`src/rtl/password_entry_pkg.sv`:
```
// Shared constants and FSM encoding for the password entry front end.
package password_entry_pkg;

  // Password width, shared with the RAM access controller.
  localparam int unsigned PW_WIDTH = 16;
  localparam int unsigned DIGIT_W  = 4;

  localparam int unsigned DEF_DIGITS          = 4;
  localparam int unsigned DEF_DEBOUNCE_CYCLES = 4;
  localparam int unsigned DEF_MAX_FAILS       = 3;
  localparam int unsigned DEF_LOCKOUT_CYCLES  = 16;
  localparam int unsigned DEF_RESULT_TIMEOUT  = 8;

  typedef enum logic [2:0] {
    StIdle,
    StCollect,
    StFull,
    StSubmit,
    StWaitResult,
    StLocked
  } state_e;

endpackage

```
`src/rtl/button_conditioner.sv`:
```
// Raw push-button to single-cycle press pulse: 2-FF synchroniser, counter
// debouncer, rising-edge detector on the debounced level.
module button_conditioner
  import password_entry_pkg::*;
#(
  parameter int unsigned DEBOUNCE_CYCLES = DEF_DEBOUNCE_CYCLES
) (
  input  logic clock,
  input  logic rst,
  input  logic btn_i,
  output logic press_o
);

  localparam int unsigned CntW = (DEBOUNCE_CYCLES > 1) ? $clog2(DEBOUNCE_CYCLES) : 1;
  localparam logic [CntW-1:0] CntMax = CntW'(DEBOUNCE_CYCLES - 1);

  logic            sync1_q, sync2_q;
  logic            level_q, level_d;
  logic            level_prev_q;
  logic [CntW-1:0] cnt_q, cnt_d;

  // Flip the level on the DEBOUNCE_CYCLES-th consecutive disagreeing cycle.
  always_comb begin
    level_d = level_q;
    cnt_d   = '0;
    if (sync2_q != level_q) begin
      if (cnt_q == CntMax) begin
        level_d = ~level_q;
      end else begin
        cnt_d = cnt_q + CntW'(1);
      end
    end
  end

  // Synchroniser, debounce state and previous level for edge detection.
  always_ff @(posedge clock or posedge rst) begin
    if (rst) begin
      sync1_q      <= 1'b0;
      sync2_q      <= 1'b0;
      level_q      <= 1'b0;
      level_prev_q <= 1'b0;
      cnt_q        <= '0;
    end else begin
      sync1_q      <= btn_i;
      sync2_q      <= sync1_q;
      level_q      <= level_d;
      level_prev_q <= level_q;
      cnt_q        <= cnt_d;
    end
  end

  assign press_o = level_q & ~level_prev_q;

endmodule

```
`src/rtl/password_entry.sv`:
```
// Password entry front end: conditions buttons, assembles the digit word,
// strobes it to the controller and enforces lockout after repeated failures.
module password_entry
  import password_entry_pkg::*;
#(
  parameter int unsigned DIGITS          = DEF_DIGITS,
  parameter int unsigned DEBOUNCE_CYCLES = DEF_DEBOUNCE_CYCLES,
  parameter int unsigned MAX_FAILS       = DEF_MAX_FAILS,
  parameter int unsigned LOCKOUT_CYCLES  = DEF_LOCKOUT_CYCLES,
  parameter int unsigned RESULT_TIMEOUT  = DEF_RESULT_TIMEOUT
) (
  input  logic                  clock,
  input  logic                  rst,
  input  logic [DIGIT_W-1:0]    digit_in,
  input  logic                  digit_btn,
  input  logic                  enter_btn,
  input  logic                  clear_btn,
  input  logic                  success_in,
  input  logic                  fail_in,
  output logic [DIGITS*4-1:0]   entered,
  output logic                  valid_bit,
  output logic [2:0]            digit_count,
  output logic [1:0]            fail_count,
  output logic                  locked
);

  localparam int unsigned W     = DIGITS * DIGIT_W;
  localparam int unsigned TimW  = (RESULT_TIMEOUT > 1) ? $clog2(RESULT_TIMEOUT) : 1;
  localparam int unsigned LockW = $clog2(LOCKOUT_CYCLES + 1);
  localparam logic [TimW-1:0] TimMax = TimW'(RESULT_TIMEOUT - 1);

  logic digit_ev, enter_ev, clear_ev;
  logic [DIGIT_W-1:0] dsync1_q, dsync2_q;

  state_e            state_q, state_d;
  logic [W-1:0]      entered_q, entered_d;
  logic              valid_q, valid_d;
  logic [2:0]        count_q, count_d;
  logic [1:0]        fail_q, fail_d;
  logic              locked_q, locked_d;
  logic [LockW-1:0]  lock_cnt_q, lock_cnt_d;
  logic [TimW-1:0]   timer_q, timer_d;
  logic [1:0]        fail_inc;
  logic [2:0]        count_inc;

  button_conditioner #(.DEBOUNCE_CYCLES(DEBOUNCE_CYCLES)) u_digit_btn (
    .clock  (clock),
    .rst    (rst),
    .btn_i  (digit_btn),
    .press_o(digit_ev)
  );

  button_conditioner #(.DEBOUNCE_CYCLES(DEBOUNCE_CYCLES)) u_enter_btn (
    .clock  (clock),
    .rst    (rst),
    .btn_i  (enter_btn),
    .press_o(enter_ev)
  );

  button_conditioner #(.DEBOUNCE_CYCLES(DEBOUNCE_CYCLES)) u_clear_btn (
    .clock  (clock),
    .rst    (rst),
    .btn_i  (clear_btn),
    .press_o(clear_ev)
  );

  // Next state and registered outputs; clear > digit > enter.
  always_comb begin
    state_d    = state_q;
    entered_d  = entered_q;
    valid_d    = 1'b0;
    count_d    = count_q;
    fail_d     = fail_q;
    locked_d   = 1'b0;
    lock_cnt_d = lock_cnt_q;
    timer_d    = timer_q;
    fail_inc   = (fail_q == 2'b11) ? fail_q : fail_q + 2'd1;
    count_inc  = count_q + 3'd1;

    case (state_q)
      StIdle: begin
        if (!clear_ev && digit_ev) begin
          entered_d = W'(dsync2_q);
          count_d   = 3'd1;
          state_d   = (DIGITS == 1) ? StFull : StCollect;
        end
      end
      StCollect: begin
        if (clear_ev) begin
          entered_d = '0;
          count_d   = '0;
          state_d   = StIdle;
        end else if (digit_ev) begin
          entered_d = (entered_q << DIGIT_W) | W'(dsync2_q);
          count_d   = count_inc;
          if (count_inc == 3'(DIGITS)) state_d = StFull;
        end
      end
      StFull: begin
        if (clear_ev) begin
          entered_d = '0;
          count_d   = '0;
          state_d   = StIdle;
        end else if (!digit_ev && enter_ev) begin
          valid_d = 1'b1;
          state_d = StSubmit;
        end
      end
      StSubmit: begin
        timer_d = '0;
        state_d = StWaitResult;
      end
      StWaitResult: begin
        if (fail_in) begin
          fail_d    = fail_inc;
          entered_d = '0;
          count_d   = '0;
          if (32'(fail_inc) == MAX_FAILS) begin
            locked_d   = 1'b1;
            lock_cnt_d = LockW'(LOCKOUT_CYCLES);
            state_d    = StLocked;
          end else begin
            state_d = StIdle;
          end
        end else if (success_in || timer_q == TimMax) begin
          if (success_in) fail_d = '0;
          entered_d = '0;
          count_d   = '0;
          state_d   = StIdle;
        end else begin
          timer_d = timer_q + TimW'(1);
        end
      end
      StLocked: begin
        // Counter reaches zero on the transition out, giving LOCKOUT_CYCLES high cycles.
        lock_cnt_d = lock_cnt_q - LockW'(1);
        if (lock_cnt_q <= LockW'(1)) begin
          fail_d  = '0;
          state_d = StIdle;
        end else begin
          locked_d = 1'b1;
        end
      end
      default: begin
        entered_d = '0;
        count_d   = '0;
        state_d   = StIdle;
      end
    endcase
  end

  // State, outputs and digit synchroniser.
  always_ff @(posedge clock or posedge rst) begin
    if (rst) begin
      state_q    <= StIdle;
      entered_q  <= '0;
      valid_q    <= 1'b0;
      count_q    <= '0;
      fail_q     <= '0;
      locked_q   <= 1'b0;
      lock_cnt_q <= '0;
      timer_q    <= '0;
      dsync1_q   <= '0;
      dsync2_q   <= '0;
    end else begin
      state_q    <= state_d;
      entered_q  <= entered_d;
      valid_q    <= valid_d;
      count_q    <= count_d;
      fail_q     <= fail_d;
      locked_q   <= locked_d;
      lock_cnt_q <= lock_cnt_d;
      timer_q    <= timer_d;
      dsync1_q   <= digit_in;
      dsync2_q   <= dsync1_q;
    end
  end

  assign entered     = entered_q;
  assign valid_bit   = valid_q;
  assign digit_count = count_q;
  assign fail_count  = fail_q;
  assign locked      = locked_q;

endmodule

```
`config.mk`:
```
export PLATFORM = sky130hd
export DESIGN_NAME = password_entry
export DESIGN_NICKNAME = d
export VERILOG_FILES = /design/src/rtl/password_entry_pkg.sv /design/src/rtl/button_conditioner.sv /design/src/rtl/password_entry.sv
export SDC_FILE = /design/constraint.sdc
export NUM_CORES = 1
export LEC_CHECK = 0
export ABC_AREA = 1
export CAP_MARGIN = 20
export CORE_ASPECT_RATIO = 0.7
export CORE_MARGIN = 1
export CORE_UTILIZATION = 49
export DETAILED_ROUTE_END_ITERATION = 8
export PLACE_DENSITY = 0.83
export SLEW_MARGIN = 15
export SYNTH_ARGS = -nofsm -noshare
export SYNTH_HDL_FRONTEND = slang
export SYNTH_SLANG_ARGS = --single-unit
```
`constraint.sdc`:
```
create_clock -name clock -period 1.9 [get_ports clock]
set_input_delay 0.285 -clock clock [delete_from_list [all_inputs] [get_ports clock]]
set_output_delay 0.285 -clock clock [all_outputs]
set_load 0.03 [all_outputs]
```
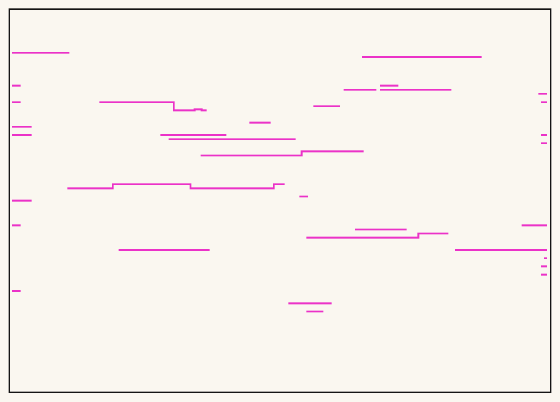
**Above:** signal wires on met3.
The layer carries 265 um of wire. The layer holds 5.5% of the routed length. 25 nets have wire on it. The longest straight run is 20.7 um.

==> impl_metrics.json <==
{
  "fp_util_pct": 52.78,
  "cts_tree": "done",
  "reg2reg_from": "timer_q[0]",
  "syn_avg_cell_area_um2": 9.197,
  "worst_pin_slew_ns": 0.4434,
  "regToRegSetupSlack_ns": 0.17,
  "synth_stat.cells": 285,
  "io_buffer_count": 33,
  "power_density_nw_per_um2": 1661,
  "ys_sh_simple_pct": 25.01,
  "rsz0062_at_grt": "false",
  "die.size.y_um": 63.20,
  "path_cells": "clkdlybuf4s50_1",
  "mux_area_share_pct": 0.8115,
  "vdd_drop_max_mv": 0.7419,
  "netlist_instances": 285,
  "crit_required_ns": 1.62,
  "slowest_delay_ns": 0.70,
  "ys_chip_area_um2": 2621,
  "diodes": 0,
  "final_area_um2": 3261,
  "gp_congestion": 0.8323,
  "synthDistinctLibCells": 26,
  "drc": 0,
  "critPathSlowestCell": "clkdlybuf4s50_1",
  "placedCellCount": 386,
  "vias": 1956,
  "drt_first_iter_violations": 123,
  "hold_path.class": "in2async",
  "final_cell_mix": "nand2_1, dfrtp_1, clkdlybuf4s50_1",
  "ioPinCount": 34,
  "slew_violations": 0,
  "status": "finished, final reports clean",
  "cp_num_cells": 1,
  "clkSinkCount": 60,
  "synth_top_cell_by_area": "dfrtp_1",
  "area_delta_synth_final_pct": 24.39,
  "critPathBufInv": 1,
  "drive_above_1_share_pct": 10.21,
  "relSlewSlack_pct": 70.31,
  "hold_viol": 0,
  "track_usage_pct": 20.67,
  "syn_nets": 305,
  "dieArea_um2": 5651,
  "final-setup-viol-count": 0,
  "synth.comb.largest_family": "simple AND/OR/NAND/NOR gates",
  "fin_util_pct": 65.66,
  "cts_root_buf": "clkbuf_8",
  "syn-cell-area_um2": 2621,
  "endpoint_kind": "primary output",
  "arrival_ns": 1.47,
  "aoi_share_pct": 4.916,
  "clk_pin_slew_worst_paths_ns": 0.07,
  "fin_tns_setup_ns": 0,
  "grt_pass1_wl_mm": 8.556,
  "core_um2": 4966,
  "fin_nets": 348,
  "numCtsBuffers": 9,
  "power_mw": 5.415,
  "worst-setup-path-type": "reg2out",
  "final_cells": 402,
  "drt_first_pass_iters": 4,
  "clk_path_buf_depth": 2,
  "yosys.stat.seqShare_pct": 57.28,
  "critPathMaxFanout": 5,
  "die_x_um": 89.42,
  "maxCapViolations": 0,
  "dp_slack_ns": 0.1163,
  "timing.hold.ws_ns": 0.2371
}
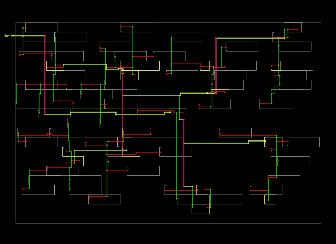
**Above:** the clock network.
Clock Latency Late Sink: 0.35 ns
Fin Clk Skew: 0.005529 ns
clock-net power: 1.14 mW

[Yosys cell counts]
cell type / n
o21ai_0: 11
o211ai_1: 3
nor3_1: 3
a21oi_1: 5
xnor2_1: 3
nand3b_1: 13
o22ai_1: 1
buf_6: 2
nor3_4: 1
mux2i_1: 1
nand2_2: 2
nor2_1: 23
o21ai_1: 1
inv_2: 5
inv_1: 29
ha_1: 9
nand4_1: 1
nand3_1: 18
nor2_2: 2
o21a_1: 1
o21bai_1: 1
buf_4: 2
nand2_1: 85
buf_2: 2
mux2_2: 1
dfrtp_1: 60
[routing by layer]
layer	vias to the layer above	track usage [%]	routed length, um
met2	47	31.11	2213
met5	-	0	0
met1	912	25.99	2225
li1	987	-	-
met3	10	8.388	265
met4	0	9.325	80
[area by class of cell]
cell class	instances	area (um^2)	area share, %
multi-input cells	185	953.4	29.24
clock inverters	7	75.07	2.302
flip-flops and latches	60	1501	46.05
repair buffers	38	392.9	12.05
well taps	69	86.33	2.648
clock buffers	9	123.9	3.799
inverters	34	127.6	3.914
[how the worst max path moves through the flow]
| stage | from | slack [ns] | end |
|---|---|---|---|
| after floorplan | rst | 0.13 | digit_count[0] |
| after global placement | timer_q[0] | 0.19 | entered[1] |
| after detailed placement | timer_q[0] | 0.12 | entered[1] |
| after CTS | timer_q[0] | 0.08 | entered[1] |
| after global routing | timer_q[0] | 0.02 | entered[11] |
| final | digit_count[0] | 0.15 | digit_count[0] |
[timing repair]
item / CTS / global route
resized: 0 / 2
endpoints found under the setup margin: 0 / 19
hold buffers: 0 / 0
[power by group]
group | switching [mW] | internal (mW) | leakage [nW]
registers | 0.306 | 1.66 | 0.770
logic | 1.48 | 0.832 | 0.765
clock network | 0.530 | 0.608 | 0.0918
[logic make-up (layout without fill, tap and decap cells)]
family                     Yosys count  in the layout
and+or+nand+nor                    148            148
muxes                                2              2
adders and majority gates            9              9
xor gates and xnor gates             3              3
DFF                                 60             60
AOI/OAI and AO/OA                   23             23
buffers and inverters               40             88
[sequential cells by signal (all words and copies together) (netlist names), 2 cells and up]
register           count
u_enter_btn.cnt_q      2
entered               16
u_digit_btn.cnt_q      2
dsync1_q               4
state_q                3
digit_count            3
timer_q                3
fail_count             2
lock_cnt_q             5
u_clear_btn.cnt_q      2
dsync2_q               4
Power figures rest on the tool's default switching activity, not on a simulated workload.
